`src/rtl/switch_pkg.sv`:
```
// Shared switch-core types: MAC address type, table entry view and multicast helper.
package switch_pkg;

  typedef logic [47:0] mac_address_t;

  localparam int MAC_PORT_WIDTH = 8;
  localparam int MAC_AGE_WIDTH  = 16;

  // Wide-field view of one table entry, used for exchange with other switch blocks.
  typedef struct packed {
    logic                      valid;
    mac_address_t              key;
    logic [MAC_PORT_WIDTH-1:0] port;
    logic [MAC_AGE_WIDTH-1:0]  age;
  } mac_table_entry_t;

  localparam mac_address_t BROADCAST_MAC = 48'hFFFF_FFFF_FFFF;

  // The I/G bit is the LSB of the first-transmitted octet.
  function automatic logic is_multicast(input logic [7:0] first_octet);
    return first_octet[0];
  endfunction

endpackage

```
`src/rtl/age_tick_generator.sv`:
```
// Free-running prescaler: counts 0..TICK_CYCLES-1 and pulses tick on the wrap cycle.
module age_tick_generator #(
  parameter int TICK_CYCLES = 50_000_000
) (
  input  logic clock,
  input  logic reset_n,
  output logic tick
);

  localparam int CW = (TICK_CYCLES > 1) ? $clog2(TICK_CYCLES) : 1;
  localparam logic [CW-1:0] LAST = CW'(TICK_CYCLES - 1);

  logic [CW-1:0] count_q;

  assign tick = (count_q == LAST);

  always_ff @(posedge clock or negedge reset_n) begin
    if (!reset_n)  count_q <= '0;
    else if (tick) count_q <= '0;
    else           count_q <= count_q + CW'(1);
  end

endmodule

```
`src/rtl/mac_address_table.sv`:
```
// MAC learning/forwarding table with learn, station move, per-port flush and multicast flood.
// Optional entry aging is built when MAC_ADDRESS_TABLE_AGING_EN is defined.
module mac_address_table
  import switch_pkg::*;
#(
  parameter int KEY_WIDTH       = 48,
  parameter int TABLE_DEPTH     = 32,
  parameter int NUMBER_OF_PORTS = 2,
  parameter int AGE_TICK_CYCLES = 50_000_000,
  parameter int AGE_LIMIT       = 300,
  localparam int PW = (NUMBER_OF_PORTS > 1) ? $clog2(NUMBER_OF_PORTS) : 1,
  localparam int CW = $clog2(TABLE_DEPTH + 1)
) (
  input  logic                 clock,
  input  logic                 reset_n,
  input  logic                 lookup_enable,
  input  logic [KEY_WIDTH-1:0] lookup_key,
  input  logic                 learn_enable,
  input  logic [KEY_WIDTH-1:0] learn_key,
  input  logic [PW-1:0]        learn_port,
  input  logic                 flush_enable,
  input  logic [PW-1:0]        flush_port,
  output logic [PW-1:0]        match_index,
  output logic                 match_valid,
  output logic                 no_match,
  output logic                 learn_done,
  output logic                 learn_dropped,
  output logic [CW-1:0]        entry_count
);

  localparam int IW = $clog2(TABLE_DEPTH);

  logic [TABLE_DEPTH-1:0] valid_q, valid_d;
  logic [TABLE_DEPTH-1:0] lookup_hit, learn_hit, flush_kill, expire_kill;
  logic [KEY_WIDTH-1:0]   key_q [TABLE_DEPTH];
  logic [PW-1:0]          port_q [TABLE_DEPTH];
  logic [PW-1:0]          hit_port;
  logic [IW-1:0]          hit_idx, free_idx, learn_idx;
  logic                   lookup_mc, learn_mc, lookup_any, learn_any;
  logic                   free_found, learn_write;
  logic [CW-1:0]          count_d;

  assign lookup_mc = is_multicast(lookup_key[KEY_WIDTH-1 -: 8]);
  assign learn_mc  = is_multicast(learn_key[KEY_WIDTH-1 -: 8]);

  // Learn never duplicates a key, so at most one entry hits and OR-reduction selects it.
  always_comb begin
    // NOTE: every output of a combinational block gets a default first, otherwise a latch is inferred.
    lookup_hit = '0;
    learn_hit  = '0;
    flush_kill = '0;
    hit_port   = '0;
    hit_idx    = '0;
    for (int i = 0; i < TABLE_DEPTH; i++) begin
      lookup_hit[i] = valid_q[i] && (key_q[i] == lookup_key);
      learn_hit[i]  = valid_q[i] && (key_q[i] == learn_key);
      flush_kill[i] = flush_enable && valid_q[i] && (port_q[i] == flush_port);
      if (lookup_hit[i]) hit_port = hit_port | port_q[i];
      if (learn_hit[i])  hit_idx  = hit_idx | IW'(i);
    end
  end

  // Lowest-index free slot, searched on pre-update valid bits.
  always_comb begin
    free_found = 1'b0;
    free_idx   = '0;
    for (int i = TABLE_DEPTH - 1; i >= 0; i--) begin
      if (!valid_q[i]) begin
        free_found = 1'b1;
        free_idx   = IW'(i);
      end
    end
  end

  assign lookup_any  = |lookup_hit;
  assign learn_any   = |learn_hit;
  assign learn_write = learn_enable && !learn_mc && (learn_any || free_found);
  assign learn_idx   = learn_any ? hit_idx : free_idx;

`ifdef MAC_ADDRESS_TABLE_AGING_EN
  localparam int AW = $clog2(AGE_LIMIT + 1);

  logic          tick;
  logic [AW-1:0] age_q [TABLE_DEPTH];

  age_tick_generator #(
    .TICK_CYCLES(AGE_TICK_CYCLES)
  ) u_age_tick (
    .clock  (clock),
    .reset_n(reset_n),
    .tick   (tick)
  );

  always_comb begin
    expire_kill = '0;
    for (int i = 0; i < TABLE_DEPTH; i++)
      expire_kill[i] = tick && valid_q[i] && (age_q[i] == AW'(AGE_LIMIT - 1));
  end

  // A learn's age reset takes priority over a same-cycle tick.
  always_ff @(posedge clock) begin
    for (int i = 0; i < TABLE_DEPTH; i++) begin
      if (learn_write && (learn_idx == IW'(i)))
        age_q[i] <= '0;
      else if (tick && valid_q[i] && (age_q[i] != AW'(AGE_LIMIT)))
        age_q[i] <= age_q[i] + AW'(1);
    end
  end
`else
  localparam int unused_age_cfg = AGE_TICK_CYCLES + AGE_LIMIT;

  assign expire_kill = '0;
`endif

  // Flush and expiry clear first; a learn then (re)validates its target.
  always_comb begin
    valid_d = valid_q & ~flush_kill & ~expire_kill;
    if (learn_write) valid_d[learn_idx] = 1'b1;
    count_d = '0;
    for (int i = 0; i < TABLE_DEPTH; i++) count_d = count_d + CW'(valid_d[i]);
  end

  always_ff @(posedge clock or negedge reset_n) begin
    // NOTE: sequential state uses non-blocking assignments so every flop samples pre-edge values.
    if (!reset_n) begin
      valid_q       <= '0;
      entry_count   <= '0;
      match_index   <= '0;
      match_valid   <= 1'b0;
      no_match      <= 1'b0;
      learn_done    <= 1'b0;
      learn_dropped <= 1'b0;
    end else begin
      valid_q       <= valid_d;
      entry_count   <= count_d;
      match_valid   <= lookup_enable && !lookup_mc && lookup_any;
      no_match      <= lookup_enable && (lookup_mc || !lookup_any);
      learn_done    <= learn_enable;
      learn_dropped <= learn_enable && !learn_mc && !learn_any && !free_found;
      if (lookup_enable && !lookup_mc && lookup_any) match_index <= hit_port;
    end
  end

  // NOTE: key/port storage is only ever read behind valid_q, so it is left unreset like a RAM.
  always_ff @(posedge clock) begin
    if (learn_write) begin
      key_q[learn_idx]  <= learn_key;
      port_q[learn_idx] <= learn_port;
    end
  end

endmodule

```
`config.mk`:
```
export PLATFORM = sky130hd
export DESIGN_NAME = mac_address_table
export DESIGN_NICKNAME = d
export VERILOG_FILES = /design/src/rtl/switch_pkg.sv /design/src/rtl/age_tick_generator.sv /design/src/rtl/mac_address_table.sv
export SDC_FILE = /design/constraint.sdc
export NUM_CORES = 2
export LEC_CHECK = 0
export CAP_MARGIN = 10
export CORE_UTILIZATION = 60
export CTS_CLUSTER_SIZE = 40
export DETAILED_ROUTE_END_ITERATION = 10
export PLACE_DENSITY = 0.84
export SETUP_SLACK_MARGIN = 0.5
export SLEW_MARGIN = 20
export SYNTH_ARGS = -nofsm -noshare
export SYNTH_HDL_FRONTEND = slang
export SYNTH_SLANG_ARGS = --single-unit
```
`constraint.sdc`:
```
create_clock -name clock -period 16.95 [get_ports clock]
set_input_delay 3.39 -clock clock [delete_from_list [all_inputs] [get_ports clock]]
set_output_delay 3.39 -clock clock [all_outputs]
set_load 0.005 [all_outputs]
```
**A small window of the routed layout**

Region (172, 172) to (212, 212) µm. Cells in gray, sequential cells in the stronger gray; small squares are vias.
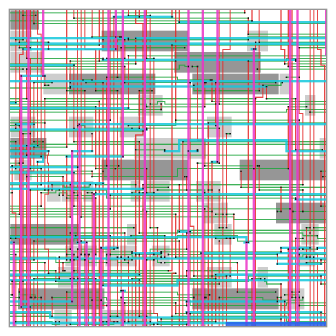
M2 -> red
M3 -> cyan
M4 -> magenta
M1 -> green
M5 -> blue
sequential cells in the window = 10
cells with their middle in the window = 46
most frequent = edfxtp_1 (10), xor2_1 (9), inv_1 (5)
netlist names of flops here include = key_q (10)

**Clock wires, drivers and flops**

Scale bar: 100 µm.
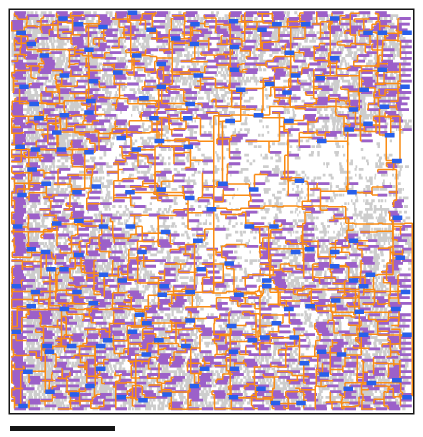
clock-net drivers -> blue  # count 173
clock wires -> orange  # length 20.6 mm
flip-flops -> purple  # count 1611
routed clock nets = 174
flops lie = widely spread
Clk Latency, worst-skew pair: 0.85 ns
skew final: 0.0634 ns

**Metal 3**

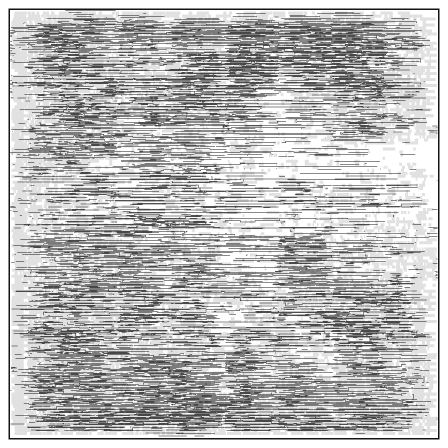
main direction = horizontal
nets with wire on the layer = 1200
WL final: 420000 µm
vias after detailed routing: 68346
grt met3 use: 26.5%

**Signal metal coverage by tile**

Scale bar: 100 µm. The die is cut into 38 by 38 equal tiles; white is low, dark blue is high, scaled to the fullest tile. Values are wire area over tile area, all layers added.
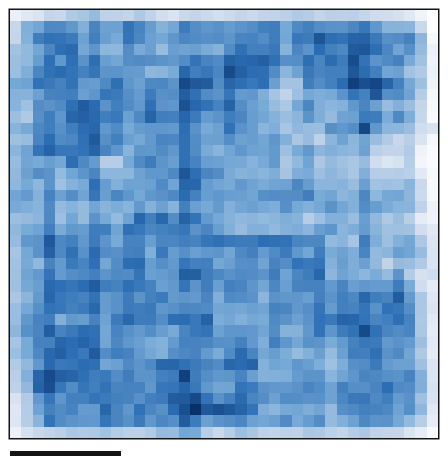
tiles over half the peak = 69%
emptiest ninth of the die = east
mean over tiles = 0.54
fullest tile = 0.98
nearly empty tiles = 0.10%
total track usage: 56.1%
wire per inst: 46.2 µm

**The clock network**

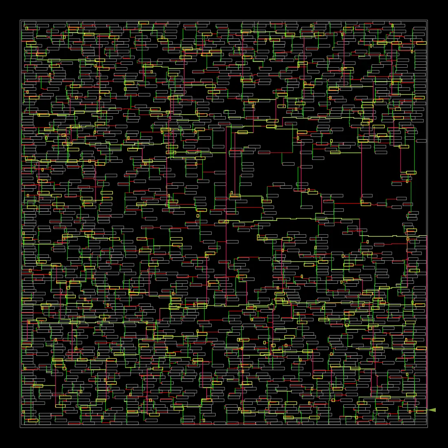
seq_cells: 1611
clk pwr: 3.93 mW

[final cells by class]
type,instances,area share (%)
diodes,22,0.0569
well taps,1917,2.48
flip-flops and latches,1611,49.7
multi-input cells,4642,38.0
clock buffers,209,4.71
repair buffers,378,3.06
clock inverters,109,1.17
inverters,212,0.822
[metrics by stage]
step	setup WS (ns)	utilization [%]	instance area (µm²)	instances	power [mW]
6_report	4.66	66.5	96800	9100	9.64
5_1_grt	4.60	66.5	96800	9078	9.70
4_1_cts	4.88	66.5	96800	9078	9.50
3_5_place_dp	4.04	62.6	91100	8760	5.69
3_3_place_gp	3.77	62.5	91000	8760	5.69
2_1_floorplan	5.46	-	87900	6853	5.14
==> job_summary.md <==
### Yosys + OpenROAD results

| Metric | Value |
|---|---|
| WL met1 | 139000 µm |
| Largest net degree at the start of global routing | 64 |
| Status | completed |
| WS Path Type | primary input to flip-flop |
| Row cnt | 140 |
| Final Slew Violations | 0 |
| Most frequent cell after synthesis | edfxtp_1 |
| Met1 track demand over resource | 71.0% |
| Peak VDD IR | 0.000109 V |
| Pwr Density | 99.6 mW/mm² |
| Chip area | 0.148 mm² |
| Pre-antenna DRT Iters | 8 |
| Top power group | sequential cells |
| Area grow syn2layout | 10.1% |
| Synthesized cell area | 0.0879 mm² |
| Num CTS Buffers | 173 |
| Worst hold path type | flip-flop to flip-flop |
| CP Max Fanout | 25 |
| Tool Warnings | 27 |
| Number of vias per cell | 7.51 |
| Flip-flops with a built-in enable | 1568 |
| F_max | 81.4 MHz |
| Leakage | 31.2 nW |
| Core area | 0.146 mm² |
| Fin Setup TNS | 0 ns |
| Worst path arrival time | 13.04 ns |
| Rel. slew slack | 11.5% |
| Crit. path cell count | 30 |
| Max FFs per register | 1536 |
| H-Tree Depth | 4 |
| Slowest stage cell, crit path | o31ai_1 |
| Worst setup path endpoint | entry_count[4] |
| Layout cells sized above 1 | 9.45% |
| Global-route met2 utilization | 74.0% |
| Logic area | 0.0367 mm² |
| Ys flops | 1611 |
| Reg2Reg Setup Slack | 7.67 ns |
| Distinct lib cells | 78 |
| Hold depth | 1 |
| Avg Cell Area, Syn | 12.8 µm² |
| Initial antenna violation count | 41 |
| Routed Antenna Nets | 0 |
Power and IR drop assume default switching activity.
